==> src/rtl/mux_tree_pkg.sv <==
// Shared definitions for the flow-controlled bit-select pipeline:
// final-stage mode encodings and the select-width helper.
package mux_tree_pkg;

    typedef enum logic [1:0] {
        MODE_LEGACY = 2'b00,
        MODE_DIRECT = 2'b01,
        MODE_XOR    = 2'b10,
        MODE_AND    = 2'b11
    } mode_e;

    // Select width needed to address every bit of a DW-bit word.
    function automatic int unsigned sel_width(input int unsigned dw);
        return $clog2(dw);
    endfunction

endpackage

==> src/rtl/mux_nto1.sv <==
// DW:1 bit selector; picks data[sel]. Purely combinational.
module mux_nto1
    import mux_tree_pkg::*;
#(
    parameter  int unsigned DW = 8,
    localparam int unsigned SW = sel_width(DW)
) (
    input  logic [DW-1:0] data,
    input  logic [SW-1:0] sel,
    output logic          sel_bit_c
);

    assign sel_bit_c = data[sel];

endmodule

==> src/rtl/mux_tree_pipe.sv <==
// Two-stage valid/ready pipeline: captures A, B, C and mode, selects one bit of
// A and of C, combines them by mode and keeps a saturating count of delivered ones.
module mux_tree_pipe
    import mux_tree_pkg::*;
#(
    parameter  int unsigned DW    = 8,
    parameter  int unsigned CNT_W = 16,
    localparam int unsigned SW    = sel_width(DW)
) (
    input  logic             clk,
    input  logic             reset,
    input  logic             in_valid,
    output logic             in_ready,
    input  logic [DW-1:0]    a_in,
    input  logic [2*SW-1:0]  b_in,
    input  logic [DW-1:0]    c_in,
    input  logic [1:0]       mode,
    output logic             out_valid,
    input  logic             out_ready,
    output logic             y_out,
    input  logic             cnt_clr,
    output logic [CNT_W-1:0] ones_cnt
);

    localparam logic [CNT_W-1:0] CNT_MAX = '1;

    logic          s1_valid;
    logic [DW-1:0] s1_a;
    logic [DW-1:0] s1_c;
    logic [SW-1:0] s1_sel_a;
    logic [SW-1:0] s1_sel_c;
    mode_e         s1_mode;

    logic          s2_load;
    logic          in_fire;
    logic          out_fire;
    logic          bit_a;
    logic          bit_c;
    logic [3:0]    v;
    logic [1:0]    leg_idx;
    logic          y_next;

    // S2 frees up when empty or being drained; S1 then advances into it.
    assign s2_load  = !out_valid || out_ready;
    assign in_ready = !s1_valid || s2_load;
    assign in_fire  = in_valid && in_ready;
    assign out_fire = out_valid && out_ready;

    always_ff @(posedge clk or negedge reset) begin
        if (!reset) begin
            s1_valid <= 1'b0;
        end else if (in_ready) begin
            s1_valid <= in_valid;
        end
    end

    always_ff @(posedge clk or negedge reset) begin
        if (!reset) begin
            s1_a     <= '0;
            s1_c     <= '0;
            s1_sel_a <= '0;
            s1_sel_c <= '0;
            s1_mode  <= MODE_LEGACY;
        end else if (in_fire) begin
            s1_a     <= a_in;
            s1_c     <= c_in;
            s1_sel_a <= b_in[SW-1:0];
            s1_sel_c <= b_in[2*SW-1:SW];
            s1_mode  <= mode_e'(mode);
        end
    end

    mux_nto1 #(.DW(DW)) u_mux_a (
        .data      (s1_a),
        .sel       (s1_sel_a),
        .sel_bit_c (bit_a)
    );

    mux_nto1 #(.DW(DW)) u_mux_c (
        .data      (s1_c),
        .sel       (s1_sel_c),
        .sel_bit_c (bit_c)
    );

    // Final stage; LEGACY reproduces the original 4:1 tree with inverted low select bits.
    always_comb begin
        v       = {1'b1, 1'b0, bit_c, bit_a};
        leg_idx = ~s1_sel_a[1:0];
        y_next  = 1'b0;
        case (s1_mode)
            MODE_LEGACY: y_next = v[leg_idx];
            MODE_DIRECT: y_next = v[s1_sel_a[1:0]];
            MODE_XOR:    y_next = bit_a ^ bit_c;
            MODE_AND:    y_next = bit_a & bit_c;
            default:     y_next = 1'b0;
        endcase
    end

    always_ff @(posedge clk or negedge reset) begin
        if (!reset) begin
            out_valid <= 1'b0;
            y_out     <= 1'b0;
        end else if (s2_load) begin
            out_valid <= s1_valid;
            if (s1_valid) begin
                y_out <= y_next;
            end
        end
    end

    // Clear wins over a same-cycle increment.
    always_ff @(posedge clk or negedge reset) begin
        if (!reset) begin
            ones_cnt <= '0;
        end else if (cnt_clr) begin
            ones_cnt <= '0;
        end else if (out_fire && y_out && (ones_cnt != CNT_MAX)) begin
            ones_cnt <= ones_cnt + CNT_W'(1);
        end
    end

endmodule

==> config.mk <==
export PLATFORM = sky130hd
export DESIGN_NAME = mux_tree_pipe
export DESIGN_NICKNAME = d
export VERILOG_FILES = /design/src/rtl/mux_tree_pkg.sv /design/src/rtl/mux_nto1.sv /design/src/rtl/mux_tree_pipe.sv
export SDC_FILE = /design/constraint.sdc
export NUM_CORES = 1
export LEC_CHECK = 0
export CORE_UTILIZATION = 50
export DETAILED_ROUTE_END_ITERATION = 12
export PLACE_DENSITY_LB_ADDON = 0.05
export SLEW_MARGIN = 20
export SYNTH_ARGS = -nofsm -noshare
export SYNTH_HDL_FRONTEND = slang
export SYNTH_SLANG_ARGS = --single-unit
==> constraint.sdc <==
create_clock -name clk -period 2.6 [get_ports clk]
set_input_delay 0.39 -clock clk [delete_from_list [all_inputs] [get_ports clk]]
set_output_delay 0.39 -clock clk [all_outputs]
set_load 0.02 [all_outputs]
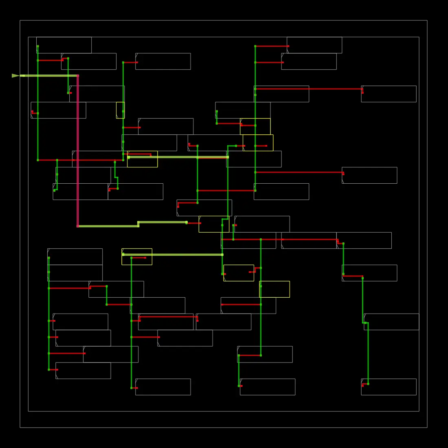
final_clocks.png
total clock buffers created by CTS: 5
clock latency on the worst-skew pair: 0.28 ns
clk_skew: 0.00691 ns

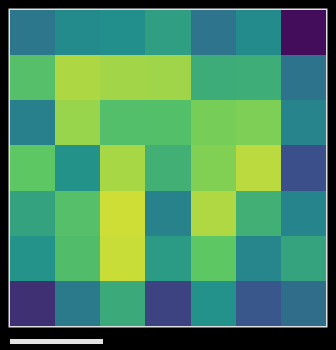
density.png
Bar = 20 µm. The die is cut into 7 by 7 equal tiles; dark purple is low, yellow is high, 0 to 100% covered.
densest ninth of the die	middle
tiles over 75% full	25%
fullest tile	93%
mean over tiles	59%
utilization of the core after routing: 68.0%
Floorplan Core Area: 4090 µm²
starting density of the core: 53.4%

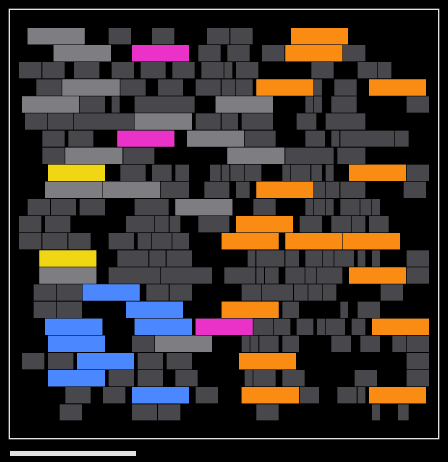
registers.png
Bar = 20 µm. Other sequential cells in the stronger gray, the rest of the logic in the fainter gray.
name in the netlist	color	placed flops
s1_sel_c	magenta	3
s1_a	blue	8
ones_cnt	orange	16
s1_mode	yellow	2
sequential power: 0.000804 W
Register Area: 1080 µm²

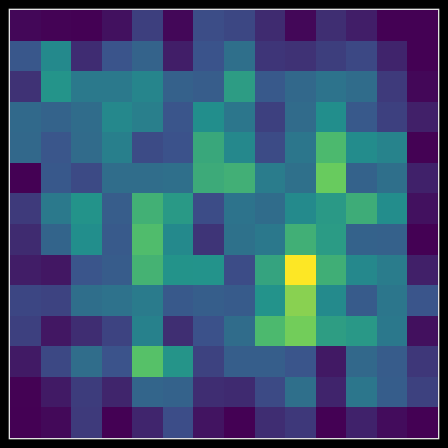
wire_density.png
The die is cut into 14 by 14 equal tiles; dark purple is low, yellow is high, scaled to the fullest tile. Values are wire area over tile area, all layers added.
nearly empty tiles	8.7%
tiles over half the peak	15%
fullest tile	0.45
mean over tiles	0.13
Post-Route WL: 3990 µm
number of vias in the routed layout: 1499

==> GITHUB_STEP_SUMMARY <==
### Yosys + OpenROAD results

| Metric | Value |
|---|---|
| Tally of OpenROAD warnings | 26 |
| Cell count in the Yosys report | 171 |
| Clock sink count | 43 |
| Setup fix buffers added after clock tree synthesis | 0 |
| Dominant logic cell types in the final layout | sky130_fd_sc_hd__clkdlybuf4s50_1, sky130_fd_sc_hd__dfrtp_1, sky130_fd_sc_hd__mux2_2 |
| Fill cells | 294 |
| Required arrival time at the worst endpoint | 2.76 ns |
| Result of the run | completed |
| CP endpoint kind | flip-flop |
| Global placement routability congestion | 0.806 |
| Kind of critical path | flip-flop to flip-flop |
| Number of violations of the max-capacitance limit | 0 |
| Proportion of synthesized flip-flops having asynchronous set or reset | 100% |
| CP max FO | 8 |
| I/O pin total | 48 |
| Length of the first detailed-routing pass in iterations | 4 |
| Post-Syn Instances | 171 |
| Synth Cell Area | 2180 µm² |
| Fin crit share | 88.8% |
| Comb gate area | 1060 µm² |
| Power density relative to cell area | 564 nW/µm² |
| Post-synth EDFFs | 0 |
| Root Buffer | sky130_fd_sc_hd__clkbuf_8 |
| CP max stage cell | sky130_fd_sc_hd__mux4_2 |
| Ordered cell list for the critical path | mux4_2 -> mux2_2 -> ha_1 -> mux2_2 -> a221oi_1 -> a31oi_1 |
| DIE HEIGHT | 68.1 µm |
| Residual overflow from global routing | 0 |
| Layout area overhead | 27.3% |
| HPWL after detailed placement | 2980 µm |
| Bufs on Longest Clock Path | 2 |
| Register-to-register setup slack | 0.29 ns |
| Sequential-to-total area share from yosys stat | 49.3% |
| Worst path max stage delay | 0.54 ns |
| Hold crit path type | primary input to async pin |
| GRT Resource Usage Total | 19.8% |
| Crit Reg-Reg Startpoint | s1_sel_a[0]$_DFFE_PN0P_ |
| Total of buffers placed on input and output ports | 47 |
| Distinct cell type count after synthesis | 45 |
| Number of nets still failing antenna checks after routing | 0 |
| Pin count of the biggest net entering global routing | 44 |
| Final Slew Violations | 0 |
| # setup viols final | 0 |
| Floorplan row count | 23 |
## layer usage
layer	global-route usage (%)	vias up	wire length, µm
li1	-	722	-
met1	21.5	745	1600
met3	4.67	2	133
met5	0	-	0
met4	5.99	0	25
met2	37.3	30	2230
## power breakdown
group | leakage [nW] | switching, W | total [W] | internal [W]
Combinational | 0.572 | 0.000121 | 0.000313 | 0.000192
Sequential | 0.535 | 0.0000667 | 0.000804 | 0.000738
Clock | 0.0515 | 0.000207 | 0.000450 | 0.000242
Total | 1.16 | 0.000395 | 0.00157 | 0.00117
## area by class of cell
type                            count  share of cell area, %
Tap cell                           50                   2.25
Inverter                            1                  0.135
Clock buffer                        8                   3.60
Sequential cell                    43                   38.7
Multi-Input combinational cell    120                   38.2
Timing Repair Buffer               48                   17.0
## kinds of logic (layout without fill, tap and decap cells)
logic type | after synthesis | after routing | share of synthesized area, %
AND-OR/OR-AND | 16 | 16 | 5.50
flip-flops | 43 | 43 | 49.3
buffers and inverters | 8 | 57 | 2.01
AND/OR/NAND/NOR | 53 | 53 | 16.2
XOR/XNOR | 14 | 14 | 5.62
multiplexers | 35 | 35 | 20.2
adder cells (fa/ha/maj) | 2 | 2 | 1.15
## synth_stat cells, types with 3 or more instances
| master | instances |
|---|---|
| sky130_fd_sc_hd__nand2_1 | 5 |
| sky130_fd_sc_hd__nand3_1 | 3 |
| sky130_fd_sc_hd__xnor2_1 | 4 |
| sky130_fd_sc_hd__o211ai_1 | 4 |
| sky130_fd_sc_hd__mux2i_1 | 4 |
| sky130_fd_sc_hd__dfrtp_1 | 43 |
| sky130_fd_sc_hd__and3_1 | 7 |
| sky130_fd_sc_hd__nand4_1 | 3 |
| sky130_fd_sc_hd__xor2_1 | 10 |
| sky130_fd_sc_hd__nor2_1 | 16 |
| sky130_fd_sc_hd__mux2_2 | 27 |
## worst max-delay path, delay by kind of cell, from the launching register on
kind	cells	cell delay, ns
DFF	1	0.49
muxes	3	1.08
adders and majority gates	1	0.27
AOI/OAI and AO/OA	2	0.36
## metrics by stage
step	hold WS (ns)	cell area, µm²	util, %	total power, W
5_1_grt	0.312	2780	68.0	0.00166
3_5_place_dp	0.484	2680	65.5	0.00114
4_1_cts	0.284	2780	68.0	0.00159
2_1_floorplan	0.0944	2180	-	0.00101
3_3_place_gp	0.485	2680	65.5	0.00112
6_report	0.246	2780	68.0	0.00157
## flip-flops by register name, indices dropped and copies added, names as in the netlist
signal and flops:
s1_sel_c 3, s1_valid 1, s1_c 8, s1_a 8
y_out 1, s1_mode 2, ones_cnt 16, s1_sel_a 3
out_valid 1
Power and IR drop assume default switching activity.
